**Run 1: floorplan with the power grid**

Scale: 12 px per um. Pins as bars on the die edge.
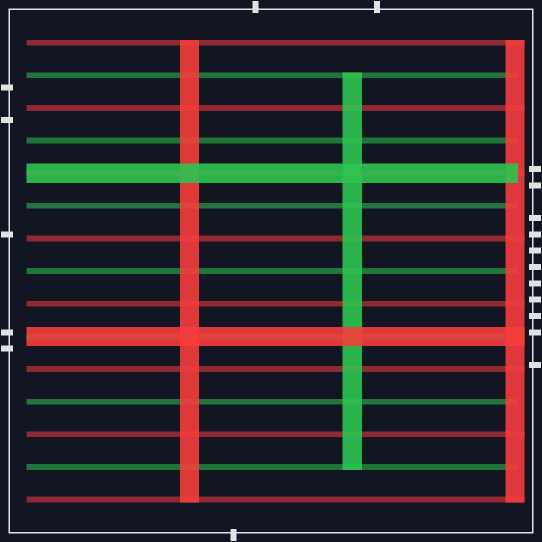
**Run 1: routed clock nets over the placement**

Scale: 12 px per um.
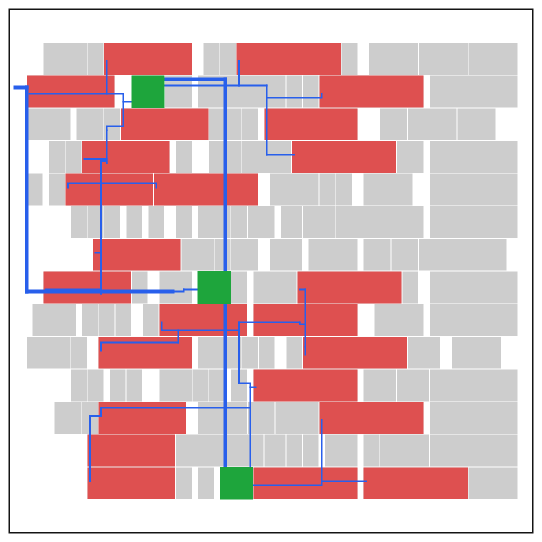
**Run 1: placement density heat map**

Scale: 6 px per um. 9 x 9 tiles, from white (low) to dark blue (high), 0 to 100% covered.
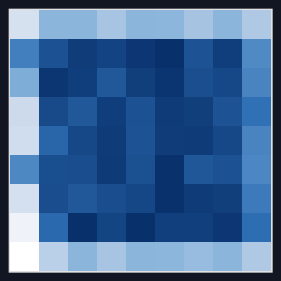
### config.mk
export PLATFORM = sky130hd
export DESIGN_NAME = sync_filter_bank
export DESIGN_NICKNAME = d
export VERILOG_FILES = /design/src/rtl/sync_filter_bank.sv
export SDC_FILE = /design/constraint.sdc
export NUM_CORES = 1
export LEC_CHECK = 0
export ABC_AREA = 1
export CORE_UTILIZATION = 45
export CTS_CLUSTER_SIZE = 14
export DETAILED_ROUTE_END_ITERATION = 10
export PLACE_DENSITY = 0.74
export SYNTH_ARGS = -nofsm -noshare
export SYNTH_HDL_FRONTEND = slang
export SYNTH_SLANG_ARGS = --single-unit
### constraint.sdc
create_clock -name clk_i -period 0.8 [get_ports clk_i]
set_input_delay 0.2 -clock clk_i [delete_from_list [all_inputs] [get_ports clk_i]]
set_output_delay 0.2 -clock clk_i [all_outputs]
set_load 0.05 [all_outputs]
### src/rtl/sync_filter_bank.sv
// sync_filter_bank: N-channel synchroniser bank with per-channel deglitch filter and edge pulses
//   clk_i    : single clock, all flops rising-edge
//   rst_i    : synchronous reset, active-high
//   idata_i  : asynchronous level inputs, one per channel
//   odata_o  : synchronised, filtered levels (registered)
//   rise_o   : 1-cycle pulse coincident with odata_o[i] 0->1 (registered)
//   fall_o   : 1-cycle pulse coincident with odata_o[i] 1->0 (registered)
//   chg_o    : any rise_o/fall_o bit set; combinational from registers only
module sync_filter_bank #(
    parameter int N = 4,
    parameter int STAGES = 2,
    parameter int FILT = 1,
    parameter logic [N-1:0] RST_VAL = '0
) (
    input  logic         clk_i,
    input  logic         rst_i,
    input  logic [N-1:0] idata_i,
    output logic [N-1:0] odata_o,
    output logic [N-1:0] rise_o,
    output logic [N-1:0] fall_o,
    output logic         chg_o
);
    if (N < 1 || STAGES < 2 || FILT < 1) begin : g_bad_params
        $error("sync_filter_bank: requires N>=1, STAGES>=2, FILT>=1");
    end
    localparam int CW = (FILT > 1) ? $clog2(FILT) : 1;
    localparam logic [CW-1:0] CMAX = CW'(FILT - 1);
    logic [STAGES-1:0][N-1:0] sync_q;
    logic [N-1:0][CW-1:0] cnt_q, cnt_d;
    logic [N-1:0] odata_q, odata_d, rise_q, rise_d, fall_q, fall_d, s;
    assign s = sync_q[STAGES-1];
    // A differing value must persist FILT consecutive cycles at the chain output
    // before it is accepted; any return to the current level restarts the count.
    for (genvar i = 0; i < N; i++) begin : g_ch
        logic upd;
        assign upd = (s[i] != odata_q[i]) && (cnt_q[i] == CMAX);
        assign cnt_d[i] = (s[i] == odata_q[i] || upd) ? '0 : cnt_q[i] + CW'(1);
        assign odata_d[i] = upd ? s[i] : odata_q[i];
        assign rise_d[i] = upd & s[i];
        assign fall_d[i] = upd & ~s[i];
    end
    always_ff @(posedge clk_i) begin
        if (rst_i) begin
            sync_q <= {STAGES{RST_VAL}};
            cnt_q <= '0;
            odata_q <= RST_VAL;
            rise_q <= '0;
            fall_q <= '0;
        end else begin
            sync_q <= {sync_q[STAGES-2:0], idata_i};
            cnt_q <= cnt_d;
            odata_q <= odata_d;
            rise_q <= rise_d;
            fall_q <= fall_d;
        end
    end
    assign odata_o = odata_q;
    assign rise_o = rise_q;
    assign fall_o = fall_q;
    assign chg_o = |(rise_q | fall_q);
endmodule

==> out/results.tsv, run 1 <==
metric	value	unit
startpoint of the most critical setup path	fall_o[2]	
number of warnings issued by yosys	0	
global-route wire length before repair	2830	um
number of cells traversed by the worst register-to-register path	5	
pin count of the biggest net entering global routing	14	
final net count	142	
Biggest Area Class	flip-flops and latches	
fraction of power consumed by sequential logic	60.7	%
Post-Route Hold Slack	0.382	ns
Worst setup EP type	output pin	
antenna fix cells	0	
P_leak	0.680	nW
number of detailed-routing iterations run before antenna repair	7	
run status	finished with violations	
Detailed Place HPWL	1100	um
detailed-route wire length per cell	12.0	um
Max Fanout on Critical Path	2	
Sw Share	24.2	%
Area Overhead vs Synth	79.4	%
critical path arrival	1.10	ns
maximum clock rate	0.767	GHz
clock period minus final worst setup slack	1.30	ns
xor-xnor portion of the synthesized cell area	0	%
width of the chip	43.5	um
number of sequential cells in the layout	24	
count of instantiated cells in the yosys netlist	92	
total via count in the routed design	713	
register area	524	um2
OpenROAD warning count	29	
final hold viol count	0	
Total GRT Usage	21.6	%
share of synthesized area occupied by flip-flops and latches	61.9	%
vias per inst	4.72	
standard-cell row count	14	
unrepaired setup endpoints after global routing	true	
multi-input combinational cell area	231	um2
violated checks	DRC, setup timing	
final count of negative-setup-slack endpoints	17	
worst setup slack before clock tree synthesis	-0.409	ns
number of synthesized register bits	24	
total congestion overflow	0	
max-slew violation count	0	
total of plain and repair buffers excluding clock buffers	38	
clock buffers	4	
Critical path destination	chg_o	
Die ar.	0.00189	mm2
cell at the root of the clock tree	clkbuf_4	
DRC	8	
total power per unit cell area	1450	mW/mm2
buffer count from post-CTS setup fixing	6	
part of the power in the clock network	26.1	%
Min-Delay Endpoint	sync_q[3]	
category of the most critical setup path	flip-flop to output pin	
per-instance average area after synthesis	8.43	um2
number of global-route vias before repair	675	
cell count after synthesis	92	
Hold Crit Start	idata_i[3]	
fraction of the cycle the final worst path needs	163	%
I/O pin count	19	
antenna violations before repair	0	
synthesized-area fraction occupied by and/or/nand/nor cells	24.0	%
clock tree from TritonCTS	yes	
Final clock-cell share	1.89	%
Multi-input comb cells	47	
Non-clk invs	22	
wire length after detailed routing	1820	um
Critical Path Source Type	flip-flop	
YS chip area	776	um2
share of cell area taken by flip-flops and latches	37.7	%
clock latency on the worst-skew pair	0.32	ns
number of levels the H-tree was split into	1	
internal portion of total power	0.00153	W
total number of clock tree sinks	24	
required time of the critical path	0.60	ns
crit path setup slack, layout	-0.504	ns
combinational share of power	13.1	%
fraction of area in multi-input gates	16.6	%
well tap count	16	
post-route ant nets	0	
drt initial violations	26	
peak supply drop	1.40	mV
fa+ha+maj area frac	0	%
number of stages on the worst hold path	3	
net switching power	0.000490	W
initial standard-cell utilization of the core	49.8	%
proportion of final cell area spent on non-clock buffers	36.1	%
height of the die	43.5	um
number of distinct library cells after synthesis	11	
Filler Cell Count	66	
## Picture notes: 'floorplan with the power grid'
legend:
  green:
    net: VDD
  red:
    net: VSS
met1 rails: 15
met5 straps: 2
rows: 14
met4 straps: 3
signal pins: 19

## Picture notes: 'routed clock nets over the placement'
legend:
  red:
    item: flip-flops
    count: 24
  green:
    item: cells driving clock nets
    count: 3
  blue:
    item: clock wires
    length: 225 um
routed clock nets: 4

## Picture notes: 'placement density heat map'
tiles over 75% full: 62%
fullest tile: 100%
mean over tiles: 72%

run 1: registers in the layout, indices dropped and copies added (netlist names):
name / cells
fall_o: 4
cnt_q: 4
odata_o: 4
sync_q: 4
rise_o: 4
s: 4
run 1: cells in the mapped netlist:
cell	instances	area share [%]
dfxtp_1	24	62
inv_1	21	10
nor2_1	19	9.2
nand2_1	14	6.8
nand4_1	4	3.2
nand3b_1	3	2.9
buf_6	2	2.9
nand3_1	2	1.3
conb_1	1	0.48
inv_2	1	0.48
nor3_1	1	0.64
run 1: power groups by stage:
stage	registers, W	logic, W	clock network (W)
CTS	0.00122	0.000250	0.000540
global placement	0.00125	0.000222	0
global route	0.00123	0.000284	0.000588
detailed placement	0.00125	0.000229	0
finish	0.00123	0.000266	0.000529
floorplan	0.00128	0.0000825	0
run 1: worst max-delay path: stages, from the launching register on:
cell     delay, ns
dfxtp_4       0.37
nor2_4        0.09
nand4_1       0.14
buf_12        0.18
run 1: through the flow:
stage / TNS (ns) / util, % / cells / instance area, um2
after global routing: -4.94 / 89.2 / 151 / 1390
final: -4.36 / 89.2 / 151 / 1390
after CTS: -4.22 / 85.8 / 150 / 1340
after detailed placement: -7.10 / 78.7 / 139 / 1230
after global placement: -6.45 / 78.7 / 139 / 1230
after floorplan: -0.381 / - / 95 / 830
run 1: cell usage in the layout, fill, tap and decap left out, drive strengths merged:
cell,count
nor3,1
clkbuf,4
dlygate4sd2,1
nand2,14
nor2,19
inv,22
clkdlybuf4s50,4
buf,33
nand3b,3
dfxtp,24
nand3,2
nand4,4
conb,4
run 1: layer usage:
layer	share of wire, %	global-route usage, %	vias up
met1	36	20.9	324
met4	2.8	15.0	0
met5	0	0	-
met2	57	40.9	31
li1	-	-	353
met3	4.1	3.75	5
## Run 2: what changed since run 1
--- a/config.mk
+++ b/config.mk
@@ -6,6 +6,7 @@
 export NUM_CORES = 1
 export LEC_CHECK = 0
 export ABC_AREA = 1
+export CAP_MARGIN = 20
 export CORE_UTILIZATION = 45
 export CTS_CLUSTER_SIZE = 14
 export DETAILED_ROUTE_END_ITERATION = 10
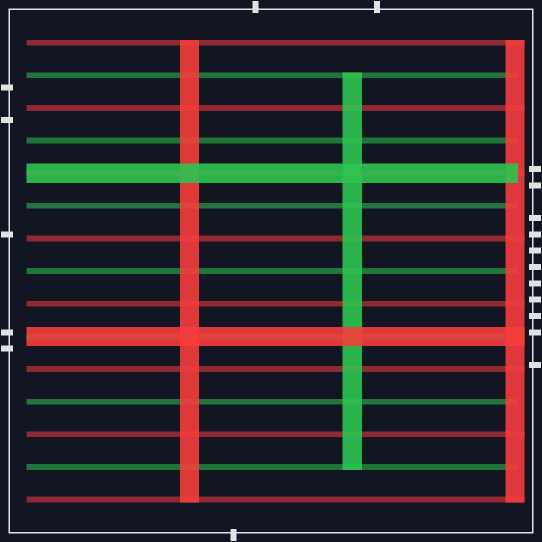
**Above:** run 2 (floorplan with the power grid).
Scale: 12 px per um. Pins as bars on the die edge.
legend:
  red:
    net: VSS
  green:
    net: VDD
signal pins: 19
met4 straps: 3
met1 rails: 15
met5 straps: 2

==> out/results.tsv, run 2 <==
metric	value	unit	change
run status	finished with violations		
violated checks	DRC, setup timing		
vias per inst	4.72		unchanged
cell count after placement	139		unchanged
most used flip-flop cell after synthesis	dfxtp_1		
total congestion overflow	0		unchanged
total power after layout	0.00202	W	
multi-input combinational cell area	231	um2	unchanged
Sw Share	24.2	%	unchanged
final cell count without fillers	151		unchanged
cell at the root of the clock tree	clkbuf_4		
peak supply drop	1.40	mV	unchanged
category of the most critical setup path	flip-flop to output pin		
P_leak	0.680	nW	unchanged
width of the chip	43.5	um	unchanged
final weighted congestion of routability-driven global placement	0.726		
fraction of synthesized cell area taken by the top area cell type	61.9	%	unchanged
Max Fanout on Critical Path	2		unchanged
number of stages on the worst hold path	3		unchanged
post-route ant nets	0		unchanged
combinational share of power	13.1	%	about the same
total power per unit cell area	1450	mW/mm2	unchanged
area of the mapped netlist	776	um2	
post-layout instance area	0.00139	mm2	unchanged
Hold Crit Start	idata_i[3]		
Clk. pwr	0.000529	W	about the same
DRC	8		unchanged
critical path arrival	1.10	ns	about the same
final setup TNS	-4.36	ns	unchanged
Worst setup EP type	output pin		
Largest stage delay, worst path	0.37	ns	about the same
number of synthesized register bits	24		unchanged
share of cells above drive strength 1	45.9	%	
global-route wire length before repair	2830	um	unchanged
critical-path cell list	nor2_4, nand4_1, buf_12		
start of the worst register-to-register path	odata_o[2]		
buffer-and-inverter tally for the worst setup path	1		unchanged
clock period minus final worst setup slack	1.30	ns	unchanged
crit-path leading delay family	flip-flops		
number of detailed-routing iterations run before antenna repair	7		unchanged
net switching power	0.000490	W	unchanged
fraction of synthesis flops using an asynchronous set or reset pin	0	%	unchanged
number of levels the H-tree was split into	1		unchanged
number of buffers inserted by port buffering	18		
crit path setup slack, layout	-0.504	ns	unchanged
number of warnings issued by yosys	0		unchanged
clock tree from TritonCTS	yes		
OpenROAD warning count	29		unchanged
part of the power in the clock network	26.1	%	about the same
fraction of power consumed by sequential logic	60.7	%	about the same
Area Overhead vs Synth	79.4	%	unchanged
number of max-capacitance violations reported	0		
count of instantiated cells in the yosys netlist	92		unchanged
cell count after synthesis	92		unchanged
height of the die	43.5	um	unchanged
required time of the critical path	0.60	ns	about the same
worst clock skew	0.00765	ns	
initial standard-cell utilization of the core	49.8	%	unchanged
share of synthesized area occupied by flip-flops and latches	61.9	%	unchanged
detailed-route wire length per cell	12.0	um	unchanged
Filler Cell Count	66		unchanged
max-slew violation count	0		unchanged
drt initial violations	26		unchanged
number of cells traversed by the worst register-to-register path	5		unchanged
Detailed Place HPWL	1100	um	unchanged
Min-Delay Endpoint	sync_q[3]		
number of global-route vias before repair	675		unchanged
I/O pin count	19		unchanged
standard-cell row count	14		unchanged
unrepaired setup endpoints after global routing	true		
worst setup slack before clock tree synthesis	-0.409	ns	unchanged
register-to-register path setup slack	-0.04	ns	
fraction of the cycle the final worst path needs	163	%	unchanged
top power consumer group	registers		
top cells by instance count after synthesis	24 x dfxtp_1, 21 x inv_1, 19 x nor2_1		
clock latency on the worst-skew pair	0.32	ns	about the same
internal portion of total power	0.00153	W	unchanged
wire length after detailed routing	1820	um	unchanged
pin count of the biggest net entering global routing	14		unchanged
slowest stage cell, crit path	dfxtp_4		
number of distinct library cells after synthesis	11		unchanged
Post-synth EDFFs	0		unchanged
top logic cell by instance count in the layout	inv_1		
power drawn by the sequential cells	0.00123	W	about the same
most frequently placed logic cells in the final layout	17 x inv_1, 15 x nor2_1, 13 x buf_12, 12 x nand2_1, 12 x buf_6		
final net count	142		unchanged
core area	0.00156	mm2	
total via count in the routed design	713		unchanged
total number of clock tree sinks	24		unchanged
min-delay worst type	input port to flip-flop		
number of buffers inserted during clock tree synthesis	3		
Cell Area, Placed	0.00123	mm2	unchanged
Critical Path Source Type	flip-flop		
YS chip area	776	um2	unchanged
most area-hungry cell type in the Yosys netlist	dfxtp_1		
antenna violations before repair	0		unchanged
end of the worst register-to-register path	odata_o[2]		
final count of negative-setup-slack endpoints	17		unchanged
Total GRT Usage	21.6	%	unchanged
Die ar.	0.00189	mm2	unchanged
final hold viol count	0		unchanged
per-instance average area after synthesis	8.43	um2	unchanged
clock transition at the register clock pins on the worst setup and hold paths after CTS	0.12	ns	
antenna fix cells	0		unchanged
register area	524	um2	unchanged
leading cell type by number of instances after synthesis	dfxtp_1		
maximum clock rate	0.767	GHz	unchanged
combinational cell power	0.000266	W	about the same
CTS max path bufs	2		
Top area cell types	dfxtp_1 62%, inv_1 10%, nor2_1 9.2%		
==> run 2: cell counts in the layout (fill, tap and decap cells not counted) <==
No cell type changed its count.
==> run 2: layout make-up <==
type | instances | share of cell area [%]
multi-input cells | 47 | 16.6
clock buffers | 4 | 1.89
flip-flops and latches | 24 | 37.7
inverters | 22 | 6.29
well taps | 16 | 1.44
repair buffers | 38 | 36.1
==> run 2: metal layers <==
| metal | wire length (um) | vias up | GRT usage, % |
|---|---|---|---|
| met3 | 74 | 5 | 3.75 |
| li1 | - | 353 | - |
| met4 | 50 | 0 | 15.0 |
| met5 | 0 | - | 0 |
| met1 | 653 | 324 | 20.9 |
| met2 | 1040 | 31 | 40.9 |
==> run 2: cells by family after synthesis <==
| logic type | count (synthesis) | synth area share (%) |
|---|---|---|
| buffers and inverters | 24 | 13.5 |
| DFF | 24 | 61.9 |
| other | 1 | 0.483 |
| and+or+nand+nor | 43 | 24.0 |
==> run 2: per-stage QoR <==
stage          hold slack, ns  util, %
2_1_floorplan           0.307        -
3_3_place_gp            0.390     78.7
3_5_place_dp            0.405     78.7
4_1_cts                 0.370     85.8
5_1_grt                 0.388     89.2
6_report                0.382     89.2
==> run 2: how the worst max path moves through the flow <==
stage / start / end / slack (ns) / depth (start not counted)
3_3_place_gp: rst_i / odata_o[2] / -0.36 / 5
5_1_grt: fall_o[2] / chg_o / -0.56 / 3
3_5_place_dp: rst_i / odata_o[2] / -0.41 / 5
4_1_cts: fall_o[2] / chg_o / -0.51 / 3
2_1_floorplan: fall_o[1] / chg_o / -0.38 / 2
6_report: fall_o[2] / chg_o / -0.50 / 3
==> run 2: repair_timing <==
item                                    4_1_cts  5_1_grt
endpoints found under the setup margin       29       22
gates cloned                                  1        0
hold buffers                                  0        0
pin swaps                                     1        4
gates resized                                14       16
setup buffers                                 6        2
## Run 3: what changed since run 2
--- a/config.mk
+++ b/config.mk
@@ -10,6 +10,7 @@
 export CORE_UTILIZATION = 45
 export CTS_CLUSTER_SIZE = 14
 export DETAILED_ROUTE_END_ITERATION = 10
+export GPL_TIMING_DRIVEN = 1
 export PLACE_DENSITY = 0.74
 export SYNTH_ARGS = -nofsm -noshare
 export SYNTH_HDL_FRONTEND = slang
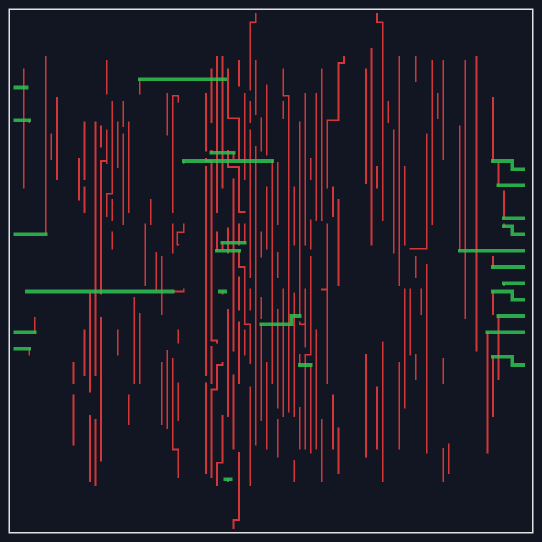
**Above:** run 3 (metal layers overlaid).
Scale: 12 px per um. Two of the layers only.
legend:
  green:
    layer: met3
    wire_length: 74.9 um
  red:
    layer: met2
    wire_length: 1040 um

==> out/results.tsv, run 3 <==
metric	value	unit	change
number of detailed-routing iterations run before antenna repair	7		unchanged
drt initial violations	26		unchanged
number of distinct library cells after synthesis	11		unchanged
register area	524	um2	unchanged
end of the worst register-to-register path	odata_o[2]		
share of cells above drive strength 1	45.9	%	unchanged
core area	0.00156	mm2	unchanged
Critical Path Source Type	flip-flop		
fraction of synthesis flops using an asynchronous set or reset pin	0	%	unchanged
clock latency on the worst-skew pair	0.32	ns	about the same
CTS max path bufs	2		unchanged
Filler Cell Count	66		unchanged
maximum clock rate	0.767	GHz	unchanged
min-delay worst type	input port to flip-flop		
number of global-route vias before repair	675		unchanged
category of the most critical setup path	flip-flop to output pin		
crit path setup slack, layout	-0.504	ns	unchanged
number of stages on the worst hold path	3		unchanged
cell count after synthesis	92		unchanged
Worst setup EP type	output pin		
OpenROAD warning count	29		unchanged
fraction of synthesized cell area taken by the top area cell type	61.9	%	unchanged
per-instance average area after synthesis	8.43	um2	unchanged
number of cells traversed by the worst register-to-register path	5		unchanged
area of the mapped netlist	776	um2	unchanged
critical path arrival	1.10	ns	about the same
leading cell type by number of instances after synthesis	dfxtp_1		
number of buffers inserted by port buffering	18		unchanged
P_leak	0.680	nW	unchanged
I/O pin count	19		unchanged
detailed-route wire length per cell	12.0	um	unchanged
Top area cell types	dfxtp_1 62%, inv_1 10%, nor2_1 9.2%		
start of the worst register-to-register path	odata_o[2]		
total power after layout	0.00202	W	unchanged
unrepaired setup endpoints after global routing	true		
share of synthesized area occupied by flip-flops and latches	61.9	%	unchanged
Detailed Place HPWL	1100	um	unchanged
Min-Delay Endpoint	sync_q[3]		
final net count	142		unchanged
Sw Share	24.2	%	unchanged
required time of the critical path	0.60	ns	about the same
Post-synth EDFFs	0		unchanged
total congestion overflow	0		unchanged
vias per inst	4.72		unchanged
net switching power	0.000490	W	unchanged
standard-cell row count	14		unchanged
Max Fanout on Critical Path	2		unchanged
total power per unit cell area	1450	mW/mm2	unchanged
post-route ant nets	0		unchanged
multi-input combinational cell area	231	um2	unchanged
part of the power in the clock network	26.1	%	about the same
top logic cell by instance count in the layout	inv_1		
final count of negative-setup-slack endpoints	17		unchanged
post-layout instance area	0.00139	mm2	unchanged
final setup TNS	-4.36	ns	unchanged
clock tree from TritonCTS	yes		
violated checks	DRC, setup timing		
initial standard-cell utilization of the core	49.8	%	unchanged
DRC	8		unchanged
final hold viol count	0		unchanged
final cell count without fillers	151		unchanged
cell count after placement	139		unchanged
combinational share of power	13.1	%	about the same
peak supply drop	1.40	mV	unchanged
run status	finished with violations		
count of instantiated cells in the yosys netlist	92		unchanged
wire length after detailed routing	1820	um	unchanged
global-route wire length before repair	2830	um	unchanged
internal portion of total power	0.00153	W	unchanged
antenna fix cells	0		unchanged
pin count of the biggest net entering global routing	14		unchanged
Total GRT Usage	21.6	%	unchanged
Post-Route Hold Slack	0.382	ns	unchanged
height of the die	43.5	um	unchanged
number of max-capacitance violations reported	0		unchanged
number of levels the H-tree was split into	1		unchanged
Cell Area, Placed	0.00123	mm2	unchanged
Die ar.	0.00189	mm2	unchanged
max-slew violation count	0		unchanged
count of hold-fix buffers inserted at cts	0		unchanged
width of the chip	43.5	um	unchanged
fraction of the cycle the final worst path needs	163	%	unchanged
register-to-register path setup slack	-0.04	ns	about the same
total number of clock tree sinks	24		unchanged
number of synthesized register bits	24		unchanged
antenna violations before repair	0		unchanged
most area-hungry cell type in the Yosys netlist	dfxtp_1		
YS chip area	776	um2	unchanged
worst clock skew	0.00765	ns	unchanged
Area Overhead vs Synth	79.4	%	unchanged
number of buffers inserted during clock tree synthesis	3		unchanged
worst setup slack before clock tree synthesis	-0.409	ns	unchanged
cell at the root of the clock tree	clkbuf_4		
total via count in the routed design	713		unchanged
fraction of power consumed by sequential logic	60.7	%	about the same
clock period minus final worst setup slack	1.30	ns	unchanged
final weighted congestion of routability-driven global placement	0.726		unchanged
clock transition at the register clock pins on the worst setup and hold paths after CTS	0.12	ns	about the same
number of warnings issued by yosys	0		unchanged
top cells by instance count after synthesis	24 x dfxtp_1, 21 x inv_1, 19 x nor2_1		
Hold Crit Start	idata_i[3]		
final design utilization	89.2	%	unchanged
most frequently placed logic cells in the final layout	17 x inv_1, 15 x nor2_1, 13 x buf_12, 12 x nand2_1, 12 x buf_6		
most used flip-flop cell after synthesis	dfxtp_1		
run 3: cell families after synthesis:
| kind of cell | synth area share [%] |
|---|---|
| and+or+nand+nor | 24.0 |
| DFF | 61.9 |
| buffers and inverters | 13.5 |
| other | 0.483 |
run 3: power groups by stage:
stage          registers [W]  clock network (W)  logic [W]
6_report             0.00123           0.000529   0.000266
5_1_grt              0.00123           0.000588   0.000284
4_1_cts              0.00122           0.000540   0.000250
3_5_place_dp         0.00125                  0   0.000229
3_3_place_gp         0.00125                  0   0.000222
2_1_floorplan        0.00128                  0  0.0000825
run 3: worst max path at each step:
stage,start,end,slack (ns),cells after the start
after floorplan,fall_o[1],chg_o,-0.38,2
final,fall_o[2],chg_o,-0.50,3
after global placement,rst_i,odata_o[2],-0.36,5
after CTS,fall_o[2],chg_o,-0.51,3
after global routing,fall_o[2],chg_o,-0.56,3
after detailed placement,rst_i,odata_o[2],-0.41,5
run 3: routing by layer:
layer / global-route usage, % / vias to the layer above / part of all wire, %
met5: 0 / - / 0
met4: 15.0 / 0 / 2.8
met3: 3.75 / 5 / 4.1
met2: 40.9 / 31 / 57
met1: 20.9 / 324 / 36
li1: - / 353 / -
run 3: what timing repair did:
action	4_1_cts	5_1_grt
pin swaps	1	4
buffers inserted	6	2
resized	14	16
setup endpoints to repair	29	22
gates cloned	1	0
run 3: worst max-delay path: stages, from the launching register on:
cell	delay, ns
dfxtp_4	0.37
nor2_4	0.09
nand4_1	0.14
buf_12	0.18
run 3: layout make-up:
type                       count  share of cell area, %
tap                           16                   1.44
timing repair buffer          38                   36.1
multi-input combinational     47                   16.6
clock buffer                   4                   1.89
inverter                      22                   6.29
sequential                    24                   37.7
Power is estimated from default activity; no workload was simulated.
